==> src/rtl/mo_inv_pkg.sv <==
// Shared constants and types for the Montgomery-domain inverter and its multiplier.
// R = 2^DATA_WIDTH, so the Montgomery representation of 1 is 2^DATA_WIDTH mod Q.
package mo_inv_pkg;
    localparam int DATA_WIDTH = 12;
    localparam int Q          = 3329;

    typedef logic [DATA_WIDTH-1:0] coeff_t;

    localparam coeff_t ONE_M = coeff_t'((2 ** DATA_WIDTH) % Q);

    typedef enum logic [1:0] {
        IDLE,
        SQR,
        MUL,
        DONE
    } inv_state_t;
endpackage

==> src/rtl/mo_inv_if.sv <==
// Operand/result handshake bundle of the inverter: operand in, result out.
interface mo_inv_if
    import mo_inv_pkg::*;
#(
    parameter int WIDTH = DATA_WIDTH
);
    logic             in_valid;
    logic             in_ready;
    logic [WIDTH-1:0] in_data;
    logic             out_valid;
    logic             out_ready;
    logic [WIDTH-1:0] out_data;

    modport master (output in_valid, in_data, out_ready,
                    input  in_ready, out_valid, out_data);
    modport slave  (input  in_valid, in_data, out_ready,
                    output in_ready, out_valid, out_data);
endinterface

==> src/rtl/mo_mul.sv <==
// Radix-2 Montgomery multiplier r = a*b*2^-WIDTH mod Q, one operand bit per pipeline stage.
// Operands must be held stable for WIDTH+1 cycles; r is valid during the last of them.
module mo_mul
    import mo_inv_pkg::*;
#(
    parameter int WIDTH = DATA_WIDTH
) (
    input  logic             clk,
    input  logic [WIDTH-1:0] a,
    input  logic [WIDTH-1:0] b,
    output logic [WIDTH-1:0] r
);
    // Two guard bits: the running sum stays below 4Q before halving.
    localparam int TW = WIDTH + 2;
    localparam logic [TW-1:0] Q_T = TW'(Q);

    for (genvar k = 0; k < WIDTH; k++) begin : g_stage
        logic [TW-1:0] prev;
        logic [TW-1:0] sum;
        logic [TW-1:0] t_d;
        logic [TW-1:0] t_q;

        if (k == 0) begin : g_head
            assign prev = '0;
        end else begin : g_tail
            assign prev = g_stage[k-1].t_q;
        end

        always_comb begin
            sum = prev + (a[k] ? {2'b00, b} : '0);
            t_d = (sum + (sum[0] ? Q_T : '0)) >> 1;
        end

        always_ff @(posedge clk) begin
            t_q <= t_d;
        end
    end

    logic [TW-1:0] t_fin;
    assign t_fin = g_stage[WIDTH-1].t_q;
    assign r     = WIDTH'((t_fin >= Q_T) ? t_fin - Q_T : t_fin);
endmodule

==> src/rtl/mo_inv.sv <==
// Sequential Montgomery-domain inverter: aR -> a^-1 R via a^(Q-2), left-to-right
// square-and-multiply on one shared mo_mul.
module mo_inv
    import mo_inv_pkg::*;
#(
    parameter int WIDTH    = DATA_WIDTH,
    parameter int EXP      = Q - 2,
    parameter int EXP_BITS = DATA_WIDTH,
    parameter int MUL_LAT  = DATA_WIDTH + 1
) (
    input logic     clk,
    input logic     rst_n,
    mo_inv_if.slave bus
);
    localparam int BW = (EXP_BITS > 1) ? $clog2(EXP_BITS) : 1;
    localparam int CW = (MUL_LAT > 1) ? $clog2(MUL_LAT) : 1;
    localparam logic [EXP_BITS-1:0] EXP_VEC  = EXP_BITS'(EXP);
    localparam logic [BW-1:0]       BIT_TOP  = BW'(EXP_BITS - 1);
    localparam logic [CW-1:0]       CNT_LAST = CW'(MUL_LAT - 1);
    localparam logic [WIDTH:0]      Q_EXT    = (WIDTH + 1)'(Q);

    inv_state_t       state_q, state_d;
    logic             in_ready_q, in_ready_d;
    logic             out_valid_q, out_valid_d;
    logic [WIDTH-1:0] out_data_q, out_data_d;
    logic [WIDTH-1:0] acc_q, acc_d;
    logic [WIDTH-1:0] base_q, base_d;
    logic [BW-1:0]    bit_q, bit_d;
    logic [CW-1:0]    cnt_q, cnt_d;

    logic [WIDTH-1:0] mul_b, mul_r;
    logic [WIDTH:0]   acc_ext;
    logic             last;

    assign mul_b   = (state_q == MUL) ? base_q : acc_q;
    assign acc_ext = {1'b0, acc_q};
    assign last    = (cnt_q == CNT_LAST);

    mo_mul #(.WIDTH(WIDTH)) u_mul (
        .clk (clk),
        .a   (acc_q),
        .b   (mul_b),
        .r   (mul_r)
    );

    always_comb begin
        state_d     = state_q;
        in_ready_d  = in_ready_q;
        out_valid_d = out_valid_q;
        out_data_d  = out_data_q;
        acc_d       = acc_q;
        base_d      = base_q;
        bit_d       = bit_q;
        cnt_d       = cnt_q;
        case (state_q)
            IDLE: begin
                if (bus.in_valid && in_ready_q) begin
                    base_d     = bus.in_data;
                    acc_d      = WIDTH'(ONE_M);
                    bit_d      = BIT_TOP;
                    cnt_d      = '0;
                    in_ready_d = 1'b0;
                    state_d    = SQR;
                end
            end
            SQR, MUL: begin
                cnt_d = last ? '0 : cnt_q + 1'b1;
                if (last) begin
                    acc_d = mul_r;
                    if (state_q == SQR && EXP_VEC[bit_q]) begin
                        state_d = MUL;
                    end else if (bit_q == '0) begin
                        state_d = DONE;
                    end else begin
                        bit_d   = bit_q - 1'b1;
                        state_d = SQR;
                    end
                end
            end
            DONE: begin
                // First DONE cycle publishes the canonical result; later cycles wait for drain.
                if (!out_valid_q) begin
                    out_data_d  = WIDTH'((acc_ext >= Q_EXT) ? acc_ext - Q_EXT : acc_ext);
                    out_valid_d = 1'b1;
                end else if (bus.out_ready) begin
                    out_valid_d = 1'b0;
                    in_ready_d  = 1'b1;
                    state_d     = IDLE;
                end
            end
            default: state_d = IDLE;
        endcase
    end

    always_ff @(posedge clk or negedge rst_n) begin
        if (!rst_n) begin
            state_q     <= IDLE;
            in_ready_q  <= 1'b1;
            out_valid_q <= 1'b0;
            out_data_q  <= '0;
            acc_q       <= '0;
            base_q      <= '0;
            bit_q       <= BIT_TOP;
            cnt_q       <= '0;
        end else begin
            state_q     <= state_d;
            in_ready_q  <= in_ready_d;
            out_valid_q <= out_valid_d;
            out_data_q  <= out_data_d;
            acc_q       <= acc_d;
            base_q      <= base_d;
            bit_q       <= bit_d;
            cnt_q       <= cnt_d;
        end
    end

    assign bus.in_ready  = in_ready_q;
    assign bus.out_valid = out_valid_q;
    assign bus.out_data  = out_data_q;
endmodule

==> src/flat_wrapper.sv <==
// flat-port wrapper written by rule: the top's interface ports become plain ports
module mo_inv_flat import mo_inv_pkg::*;
#(
    parameter int WIDTH    = DATA_WIDTH,
    parameter int EXP      = Q - 2,
    parameter int EXP_BITS = DATA_WIDTH,
    parameter int MUL_LAT  = DATA_WIDTH + 1
)
  (clk, rst_n, bus_in_valid, bus_in_data, bus_out_ready, bus_in_ready, bus_out_valid, bus_out_data);
  mo_inv_if #(.WIDTH(WIDTH)) bus_i ();
  input logic clk;
  input logic rst_n;
  input wire logic [$bits(bus_i.in_valid)-1:0] bus_in_valid;
  input wire logic [$bits(bus_i.in_data)-1:0] bus_in_data;
  input wire logic [$bits(bus_i.out_ready)-1:0] bus_out_ready;
  output wire logic [$bits(bus_i.in_ready)-1:0] bus_in_ready;
  output wire logic [$bits(bus_i.out_valid)-1:0] bus_out_valid;
  output wire logic [$bits(bus_i.out_data)-1:0] bus_out_data;
  assign bus_i.in_valid = bus_in_valid;
  assign bus_i.in_data = bus_in_data;
  assign bus_i.out_ready = bus_out_ready;
  assign bus_in_ready = bus_i.in_ready;
  assign bus_out_valid = bus_i.out_valid;
  assign bus_out_data = bus_i.out_data;
  mo_inv #(.WIDTH(WIDTH), .EXP(EXP), .EXP_BITS(EXP_BITS), .MUL_LAT(MUL_LAT)) u_core (.clk(clk), .rst_n(rst_n), .bus(bus_i));
endmodule
==> config.mk <==
export PLATFORM = sky130hd
export DESIGN_NAME = mo_inv_flat
export DESIGN_NICKNAME = d
export VERILOG_FILES = /design/src/rtl/mo_inv_pkg.sv /design/src/rtl/mo_inv_if.sv /design/src/rtl/mo_mul.sv /design/src/rtl/mo_inv.sv /design/src/flat_wrapper.sv
export SDC_FILE = /design/constraint.sdc
export NUM_CORES = 1
export LEC_CHECK = 0
export CORE_ASPECT_RATIO = 0.8
export CORE_MARGIN = 5
export CORE_UTILIZATION = 58
export CTS_CLUSTER_DIAMETER = 120
export DETAILED_ROUTE_END_ITERATION = 10
export PLACE_DENSITY = 0.76
export RECOVER_POWER = 25
export SLEW_MARGIN = 20
export SYNTH_ARGS = -nofsm -noshare
export SYNTH_HDL_FRONTEND = slang
export SYNTH_SLANG_ARGS = --single-unit
==> constraint.sdc <==
create_clock -name clk -period 5 [get_ports clk]
set_input_delay 1 -clock clk [delete_from_list [all_inputs] [get_ports clk]]
set_output_delay 1 -clock clk [all_outputs]
set_load 0.01 [all_outputs]
==> run_1/final_placement.png <==
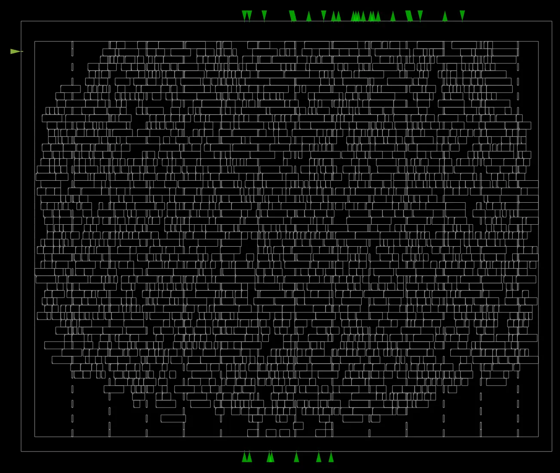
count of sequential standard cells: 203
final design utilization: 65.0%

==> run_1/metal_stack.png <==
Scale: 2 px per um. Only two layers are drawn.
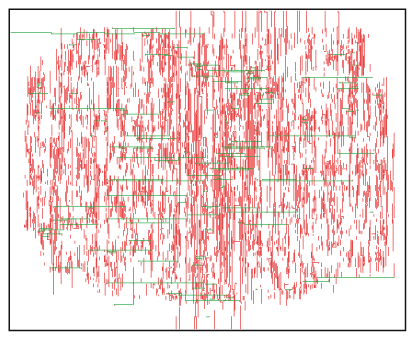
red -> met2  # wire length 17200 um
green -> met3  # wire length 1670 um

==> run_1/port_nets.png <==
Scale: 1.5 px per um.
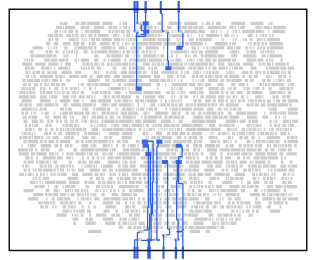
blue -> bus_in_data  # direction input, edge 7 bottom, 5 top, end cells 12, buffers 12, wire 681 um

==> impl_metrics.json, run 1 <==
{
  "outcome": "finished, violations left",
  "violations": "capacitance limit, slew limit",
  "cp_max_fo": 10,
  "critical_path_cell_count": 18,
  "maximum_number_of_pins_on_one_net_before_global_route_repair": 49,
  "max_cap_violations": 1,
  "ff2ff_setup_slack_ns": 0.26,
  "synth.logic.top_family": "simple AND/OR/NAND/NOR gates",
  "post-cts-setup-buffer-count": 0,
  "ratio_of_routed_vias_to_standard_cells": 5.93,
  "slew_violations": 49,
  "yosysTopAreaCellShare_pct": 19.1,
  "synth.top_cells.by_area": "dfxtp_1 19%, ha_1 15%, xnor2_1 7.2%",
  "io_buffer_count": 29,
  "largest-register": "u_core.u_mul.g_stage.t_q",
  "wl_um": 39100,
  "post-route-worst-setup-slack_ns": 0.256,
  "first_global_vias": 13100,
  "global_route.usage.total_pct": 23.8,
  "nNetsFinal": 2178,
  "timing.setup.critical_path_class": "flip-flop to flip-flop"
}
==> run 1 -> run 2 <==
SYNTH_HIERARCHICAL = 1   (was unset)
TNS_END_PERCENT = 10   (was unset)
==> run_2/drive_strength.png <==
Scale: 2 px per um.
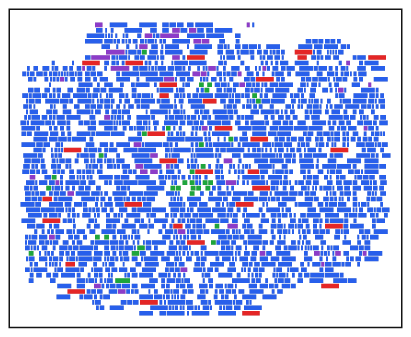
red -> drive 6 and up  # cells 31, share 1.6%
purple -> drive 2  # cells 50, share 2.6%
blue -> drive 1 or less  # cells 1824, share 94%
green -> drive 3 to 4  # cells 33, share 1.7%

==> run_2/final_placement.png <==
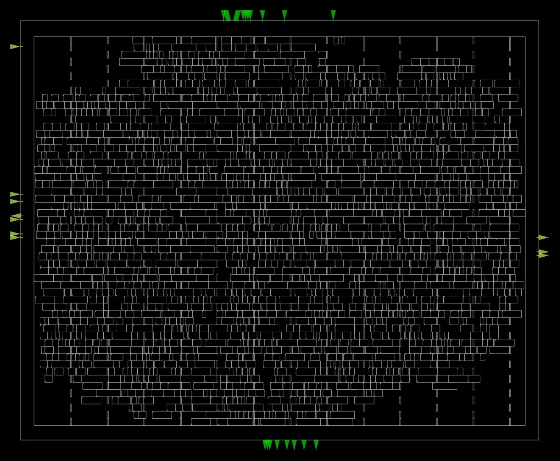
area of the core region: 27200 um^2
site row count: 54

==> impl_metrics.json, run 2 <==
{
  "outcome": "finished, violations left",
  "violations": "capacitance limit, slew limit",
  "slew_violations": 49,
  "largest-register": "u_core/u_mul/g_stage.t_q",
  "post-route-worst-setup-slack_ns": 0.244,
  "synth.top_cells.by_area": "dfxtp_1 19%, ha_1 15%, xnor2_1 8.3%",
  "global_route.usage.total_pct": 23.8,
  "post-cts-setup-buffer-count": 0,
  "cp_max_fo": 13,
  "ff2ff_setup_slack_ns": 0.24,
  "seq_cell_count": 203,
  "critical_path_cell_count": 17,
  "yosysTopAreaCellShare_pct": 19.4,
  "ratio_of_routed_vias_to_standard_cells": 5.82,
  "synth.logic.top_family": "simple AND/OR/NAND/NOR gates",
  "timing.setup.critical_path_class": "flip-flop to flip-flop",
  "nNetsFinal": 2140,
  "final_util_pct": 64.5,
  "max_cap_violations": 1,
  "maximum_number_of_pins_on_one_net_before_global_route_repair": 49
}
==> run_2/pins.png <==
Scale: 2 px per um. Pins as bars across the die edge, other pins in grey.
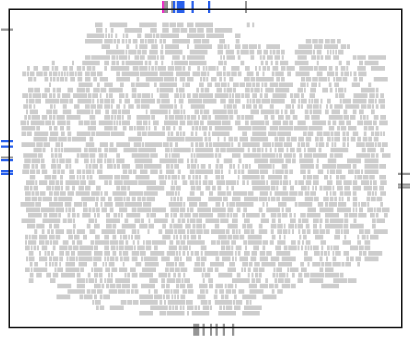
magenta -> bus_out_ready  # pins 1, direction input, edge top
blue -> bus_in_data  # pins 12, direction input, edge 7 top, 5 left
all pins by edge = 12 top, 8 bottom, 7 left, 3 right

==> run 2 -> run 3 <==
--- a/constraint.sdc
+++ b/constraint.sdc
@@ -3,2 +3,2 @@
 set_output_delay 1 -clock clk [all_outputs]
-set_load 0.01 [all_outputs]
+set_load 0.05 [all_outputs]
==> run_3/final_placement.png <==
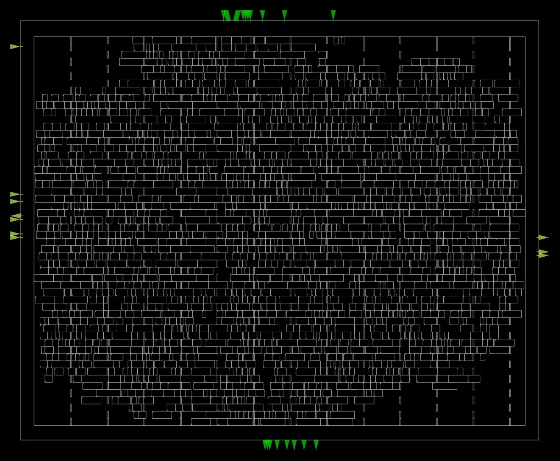
number of inserted filler cells in the final layout: 2301
Final Instance Count excl. Fillers: 2302
Seq area share: 24.5%

==> run_3/port_nets.png <==
Scale: 1.5 px per um.
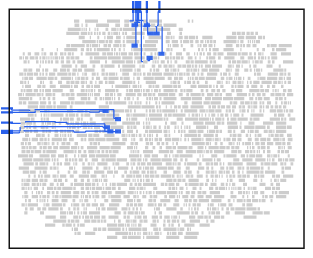
blue -> bus_in_data  # direction input, edge 7 top, 5 left, end cells 12, buffers 12, wire 505 um

==> impl_metrics.json, run 3 <==
{
  "violations": "capacitance limit, slew limit",
  "logic_share_of_the_area_pct": 63.7,
  "final_util_pct": 64.5,
  "max_cap_violations": 1,
  "io_buffer_count": 29,
  "ff2ff_path_depth": 17,
  "nNetsFinal": 2140,
  "ratio_of_routed_vias_to_standard_cells": 5.82,
  "maximum_number_of_pins_on_one_net_before_global_route_repair": 49,
  "detailed_place_hpwl_um": 28300,
  "post-cts-setup-buffer-count": 0,
  "seq_cell_count": 203,
  "largest-register": "u_core/u_mul/g_stage.t_q",
  "timing.setup.critical_path_class": "flip-flop to flip-flop",
  "synth.top_cells.by_area": "dfxtp_1 19%, ha_1 15%, xnor2_1 8.3%",
  "wl_um": 37700,
  "post-route-worst-setup-slack_ns": 0.244,
  "yosys.area_share.xor_xnor_pct": 13.8,
  "yosysTopAreaCellShare_pct": 19.4,
  "first_global_vias": 13100,
  "global_route.usage.total_pct": 23.8,
  "cp_max_fo": 13,
  "core_area_um2": 27200,
  "slew_violations": 49,
  "outcome": "finished, violations left",
  "placementRows": 54,
  "areaGrowthSynthToFinish_pct": 9.93,
  "crit_buf_inv": 3,
  "synth.logic.top_family": "simple AND/OR/NAND/NOR gates"
}
==> run_3/metal_stack.png <==
Scale: 2 px per um. Only two layers are drawn.
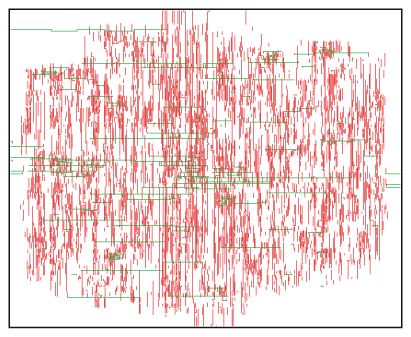
red -> met2  # wire length 17000 um
green -> met3  # wire length 1840 um

